--- src/rtl/ex_operand_stage.sv ---
// ID/EX pipeline register with EX/MEM and MEM/WB operand forwarding.
// Detects load-use hazards, requests an upstream stall and injects an EX bubble.
module ex_operand_stage #(
  parameter int unsigned XLEN        = 32,
  parameter int unsigned REG_AW      = 5,
  parameter logic [5:0]  BUBBLE_CTRL = 6'h3F
) (
  input  logic              clock,
  input  logic              reset_n,
  input  logic              id_valid,
  input  logic [XLEN-1:0]   id_pc,
  input  logic [REG_AW-1:0] id_rs1,
  input  logic [REG_AW-1:0] id_rs2,
  input  logic [REG_AW-1:0] id_rd,
  input  logic              id_uses_rs1,
  input  logic              id_uses_rs2,
  input  logic [XLEN-1:0]   id_rs1_data,
  input  logic [XLEN-1:0]   id_rs2_data,
  input  logic [XLEN-1:0]   id_imm,
  input  logic              id_alu_src_pc,
  input  logic              id_alu_src_imm,
  input  logic [5:0]        id_alu_ctrl,
  input  logic              id_reg_write,
  input  logic              id_mem_read,
  input  logic              id_mem_write,
  input  logic              flush,
  input  logic [REG_AW-1:0] mem_rd,
  input  logic              mem_reg_write,
  input  logic [XLEN-1:0]   mem_result,
  input  logic [REG_AW-1:0] wb_rd,
  input  logic              wb_reg_write,
  input  logic [XLEN-1:0]   wb_result,
  output logic              load_use_stall,
  output logic              ex_valid,
  output logic [XLEN-1:0]   operand_A,
  output logic [XLEN-1:0]   operand_B,
  output logic [5:0]        ALU_Control,
  output logic [XLEN-1:0]   ex_store_data,
  output logic [REG_AW-1:0] ex_rd,
  output logic              ex_reg_write,
  output logic              ex_mem_read,
  output logic              ex_mem_write,
  output logic [XLEN-1:0]   ex_pc
);

  logic [REG_AW-1:0] ex_rs1;
  logic [REG_AW-1:0] ex_rs2;
  logic [XLEN-1:0]   rs1_val;
  logic [XLEN-1:0]   rs2_val;
  logic [XLEN-1:0]   imm_q;
  logic              src_pc_q;
  logic              src_imm_q;
  logic [XLEN-1:0]   fwd_rs1;
  logic [XLEN-1:0]   fwd_rs2;
  logic              wt_rs1;
  logic              wt_rs2;
  logic              load_bubble;

  assign load_use_stall = ex_valid && ex_mem_read && (ex_rd != '0) && id_valid && !flush &&
                          ((id_uses_rs1 && (id_rs1 == ex_rd)) ||
                           (id_uses_rs2 && (id_rs2 == ex_rd)));

  // Same-cycle register-file write: capture the value being written this cycle.
  assign wt_rs1 = wb_reg_write && (wb_rd != '0) && (wb_rd == id_rs1);
  assign wt_rs2 = wb_reg_write && (wb_rd != '0) && (wb_rd == id_rs2);

  assign load_bubble = flush || load_use_stall || !id_valid;

  always_ff @(posedge clock or negedge reset_n) begin
    if (!reset_n) begin
      ex_valid     <= 1'b0;
      ex_pc        <= '0;
      ex_rd        <= '0;
      ex_rs1       <= '0;
      ex_rs2       <= '0;
      rs1_val      <= '0;
      rs2_val      <= '0;
      imm_q        <= '0;
      src_pc_q     <= 1'b0;
      src_imm_q    <= 1'b0;
      ALU_Control  <= BUBBLE_CTRL;
      ex_reg_write <= 1'b0;
      ex_mem_read  <= 1'b0;
      ex_mem_write <= 1'b0;
    end else if (load_bubble) begin
      ex_valid     <= 1'b0;
      ex_pc        <= '0;
      ex_rd        <= '0;
      ex_rs1       <= '0;
      ex_rs2       <= '0;
      rs1_val      <= '0;
      rs2_val      <= '0;
      imm_q        <= '0;
      src_pc_q     <= 1'b0;
      src_imm_q    <= 1'b0;
      ALU_Control  <= BUBBLE_CTRL;
      ex_reg_write <= 1'b0;
      ex_mem_read  <= 1'b0;
      ex_mem_write <= 1'b0;
    end else begin
      ex_valid     <= 1'b1;
      ex_pc        <= id_pc;
      ex_rd        <= id_rd;
      ex_rs1       <= id_rs1;
      ex_rs2       <= id_rs2;
      rs1_val      <= wt_rs1 ? wb_result : id_rs1_data;
      rs2_val      <= wt_rs2 ? wb_result : id_rs2_data;
      imm_q        <= id_imm;
      src_pc_q     <= id_alu_src_pc;
      src_imm_q    <= id_alu_src_imm;
      ALU_Control  <= id_alu_ctrl;
      ex_reg_write <= id_reg_write;
      ex_mem_read  <= id_mem_read;
      ex_mem_write <= id_mem_write;
    end
  end

  // EX/MEM is the younger producer, so it wins over MEM/WB; x0 is never bypassed.
  always_comb begin
    fwd_rs1 = rs1_val;
    if (mem_reg_write && (mem_rd != '0) && (mem_rd == ex_rs1))
      fwd_rs1 = mem_result;
    else if (wb_reg_write && (wb_rd != '0) && (wb_rd == ex_rs1))
      fwd_rs1 = wb_result;
  end

  always_comb begin
    fwd_rs2 = rs2_val;
    if (mem_reg_write && (mem_rd != '0) && (mem_rd == ex_rs2))
      fwd_rs2 = mem_result;
    else if (wb_reg_write && (wb_rd != '0) && (wb_rd == ex_rs2))
      fwd_rs2 = wb_result;
  end

  assign operand_A     = src_pc_q  ? ex_pc : fwd_rs1;
  assign operand_B     = src_imm_q ? imm_q : fwd_rs2;
  assign ex_store_data = fwd_rs2;

endmodule

--- config.mk ---
export PLATFORM = sky130hd
export DESIGN_NAME = ex_operand_stage
export DESIGN_NICKNAME = d
export VERILOG_FILES = /design/src/rtl/ex_operand_stage.sv
export SDC_FILE = /design/constraint.sdc
export NUM_CORES = 1
export LEC_CHECK = 0
export ABC_AREA = 1
export CAP_MARGIN = 5
export CORE_UTILIZATION = 44
export DETAILED_ROUTE_END_ITERATION = 8
export GPL_TIMING_DRIVEN = 1
export PLACE_DENSITY_LB_ADDON = 0.15
export SYNTH_ARGS = -nofsm -noshare
export SYNTH_HDL_FRONTEND = slang
export SYNTH_SLANG_ARGS = --single-unit
export TNS_END_PERCENT = 1
--- constraint.sdc ---
create_clock -name clock -period 2 [get_ports clock]
set_input_delay 0.4 -clock clock [delete_from_list [all_inputs] [get_ports clock]]
set_output_delay 0.4 -clock clock [all_outputs]
set_load 0.02 [all_outputs]
==> flow_metrics.rpt <==
=== SYNTHESIS / PLACE & ROUTE SUMMARY ===
----------------------------------------------------
[Routing]
  DRT Wirelength ........................ around 38000 um
  Vias per inst ........................ 5.26
  Met1 layer wirelength in the final routing ........................ 14400 um
  Top Metal Used ........................ met5
  Routed length per instance ........................ 18.3 um
  Met2 Routed Length ........................ ~18000 um
  Starting DRT DRC Count ........................ 800
  Detailed route wirelength on metal3 ........................ 3420 um
  Number of detailed-routing iterations run before antenna repair ........................ 6
  Total via count after detailed routing ........................ 10800

[Clock network]
  Number of post-CTS setup repair buffers ........................ 13
  Deepest level of the CTS H-tree ........................ 4
  TritonCTS clock tree ........................ done
  Post-cts hold buffer count ........................ 1
  Clock insertion delay at the later pin of the skew report ........................ 0.43 ns
  Clock-pin slew on the worst setup and hold paths ........................ 0.06 ns
  CTS buffer count ........................ 17
  Number of sinks handled by clock tree synthesis ........................ 155

[Power]
  Pwr Total ........................ roughly 9 mW
  Pwr/cell area ........................ 585 nW/um^2
  Leakage ........................ 8.25 nW
  Max VDD drop ........................ approximately 560 uV

[Worst hold path]
  Hold Path End ........................ ex_rs1[2]
  Hold Crit Start ........................ id_rs1[2]
  Worst Hold Class ........................ in2reg
  Instance count along the most critical hold path ........................ 4

[Global route]
  Number of antenna violations at the first check in global routing ........................ 2
  Met2 usage in global routing ........................ 0.602
  Maximum number of pins on one net before global-route repair ........................ 49
  Number of global-route vias before repair ........................ 10900
  Global-route wire length before repair ........................ 58200 um
  Overflow after GRT ........................ 0
  Global Route met1 Usage ........................ 0.437
  Met3 track utilization from global routing ........................ 0.0769

[Critical path]
  Worst Path Required ........................ 1.60 ns
  Origin of the critical flop-to-flop path ........................ ex_rd[4]
  R2R cell count ........................ 11
  Start point of the critical path ........................ ex_rs1[1]
  Capture point of the worst reg-to-reg path ........................ ex_pc[11]
  CP startpoint kind ........................ register
  Kind of cell with the highest combined delay on the critical path ........................ simple AND/OR/NAND/NOR gates
  Number of buffer and inverter instances along the worst setup path ........................ 4
  Data arrival, critical path ........................ 2.16 ns
  Most frequent CP cell ........................ sky130_fd_sc_hd__nand2_2
  Nature of the critical path endpoint ........................ primary output

[Finish]
  Area of the multi-input gates ........................ 4850 sq um
  Register fraction of the total cell area ........................ 0.248
  Share of final-layout standard cells stronger than drive strength 1 ........................ 0.261
  Comb/total area ........................ 0.310
  NonClk Buf Share ........................ 0.341
  Sequential standard cell area ........................ ~3900 sq um
  Seq Cell Count ........................ 155
  Nets@finish ........................ 2002
  Biggest area consumer among cell classes ........................ non-clock buffers
  Post-route cell area ........................ 15700 sq um
  Non-Clock Inverter Count ........................ 169
  Multi-Input Combinational ........................ 893
  Area Growth Syn to Fin ........................ 71.3%
  Area fraction of clock buffers and clock inverters ........................ 0.0388
  Final cell count without fillers ........................ approximately 2000
  Most frequent cells in the layout ........................ sky130_fd_sc_hd__nand2_1, sky130_fd_sc_hd__clkdlybuf4s50_1, sky130_fd_sc_hd__nand3_1, sky130_fd_sc_hd__inv_1, sky130_fd_sc_hd__dfrtp_1
  Clkbuf count ........................ 19

[Floorplan]
  Site row count ........................ 52
  Vertical die dimension ........................ 146 um
  Taps Inserted ........................ 270
  Horizontal die dimension ........................ 146 um
  I/O pin total ........................ 380

[Placement]
  Final Wtd Congestion ........................ 0.933
  Port Buffer Count ........................ roughly 380
  Placed instance count ........................ 1998
  Pre-CTS setup slack ........................ -1.19 ns
  Dpl hpwl ........................ 26700 um

[Synth]
  Mapped Avg Cell Area ........................ between 7 and 8 sq um
  Aoi share ........................ 0.0430
  Synth Cell Area ........................ roughly 9100 sq um
  Sequential cell area fraction in the yosys report ........................ 0.425
  Synth logic family ........................ simple AND/OR/NAND/NOR gates
  Dominant Register Cell ........................ sky130_fd_sc_hd__dfrtp_1
  Share of async-settable or async-resettable flops after synthesis ........................ 1.00
  Flops & latches, synth ........................ 155
  Tally of unique sky130hd cells used after synthesis ........................ 30
  Total nets after synthesis ........................ 1540

[Timing]
  Least setup slack across all paths after layout ........................ -0.557 ns
  Worst hold slack across all endpoints ........................ 0.370 ns
  Total Neg Setup Slack ........................ -48.68 ns
  Final setup vio count ........................ around 96
  Fmax ........................ 391 MHz
  Worst setup skew after layout ........................ 0.0129 ns
  Final number of max-transition violations ........................ 0
  Slew at the pin with the worst max-slew slack ........................ 0.511 ns
  Post-route clock period utilization ........................ 1.28
  Number of hold violations in the final report ........................ 0
  Min Clock Period, post-route ........................ 2.56 ns

[Run]
  Number of logged tool warnings ........................ 28
  Max Cap Violations ........................ 0

[Status]
  Violated checks ........................ negative setup slack
  Status ........................ complete, but fails checks

----------------------------------------------------
where the power goes:
part           internal, mW  switching (mW)  leakage [nW]
Sequential             3.26          0.0596          2.07
Combinational          1.17            1.25          5.89
Clock                  2.01            1.40         0.295
flip-flops by register name, summed over array words and instances (netlist names):
| register | flops |
|---|---|
| ALU_Control | 6 |
| ex_mem_read | 1 |
| ex_mem_write | 1 |
| ex_pc | 32 |
| ex_rd | 5 |
| ex_reg_write | 1 |
| ex_rs1 | 5 |
| ex_rs2 | 5 |
| ex_valid | 1 |
| imm_q | 32 |
| rs1_val | 32 |
| rs2_val | 32 |
| src_imm_q | 1 |
| src_pc_q | 1 |
how the worst max path moves through the flow:
| stage | endpoint | slack, ns | cells after the start |
|---|---|---|---|
| 2_1_floorplan | operand_A[10] | 0.05 | 11 |
| 3_3_place_gp | operand_B[22] | -1.16 | 11 |
| 3_5_place_dp | operand_B[22] | -1.19 | 11 |
| 4_1_cts | operand_A[2] | -0.58 | 9 |
| 5_1_grt | operand_A[4] | -0.66 | 11 |
| 6_report | operand_A[4] | -0.56 | 11 |
synth_stat cells, types with 6 or more instances:
cell type,count,area (sq um)
sky130_fd_sc_hd__buf_6,12,135
sky130_fd_sc_hd__xor2_1,15,131
sky130_fd_sc_hd__nand2_1,351,1320
sky130_fd_sc_hd__nand3_1,296,1480
sky130_fd_sc_hd__clkbuf_1,19,71.3
sky130_fd_sc_hd__buf_2,46,230
sky130_fd_sc_hd__nor2_1,98,368
sky130_fd_sc_hd__dfrtp_1,149,3730
sky130_fd_sc_hd__dfstp_2,6,158
sky130_fd_sc_hd__and2_1,32,200
sky130_fd_sc_hd__inv_1,168,631
sky130_fd_sc_hd__xnor2_1,11,96.3
sky130_fd_sc_hd__buf_1,6,22.5
sky130_fd_sc_hd__a21oi_1,67,335
Fig. 1: clock distribution
(4 px per um)
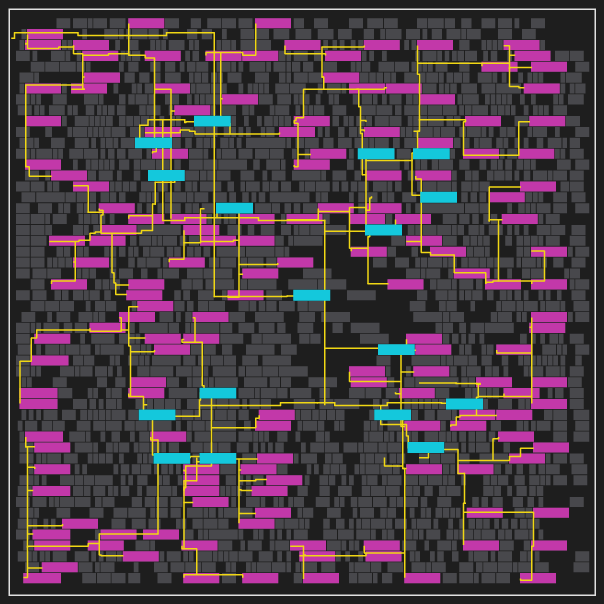
[yellow] clock wires | length: 2090 um
[magenta] flip-flops | count: 155
[cyan] cells driving clock nets | count: 17
routed clock nets: 18
flops lie: widely spread
share of total power in the clock network: 0.372
clock group total power: 3.41 mW

Fig. 2: local utilization
(2 px per um) The die is cut into 15 by 15 equal tiles; black is low, pale yellow is high, 0 to 100% covered.
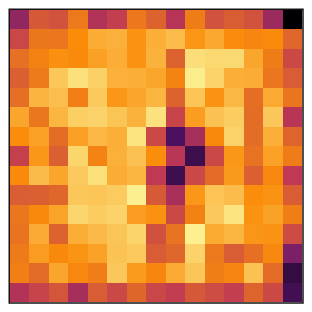
mean over tiles: 72%
nearly empty tiles: 0.40%
tiles over 75% full: 49%
core area: 20300 sq um
utilization after layout: 0.771
Init Core Util: 0.450

Power figures rest on the tool's default switching activity, not on a simulated workload.
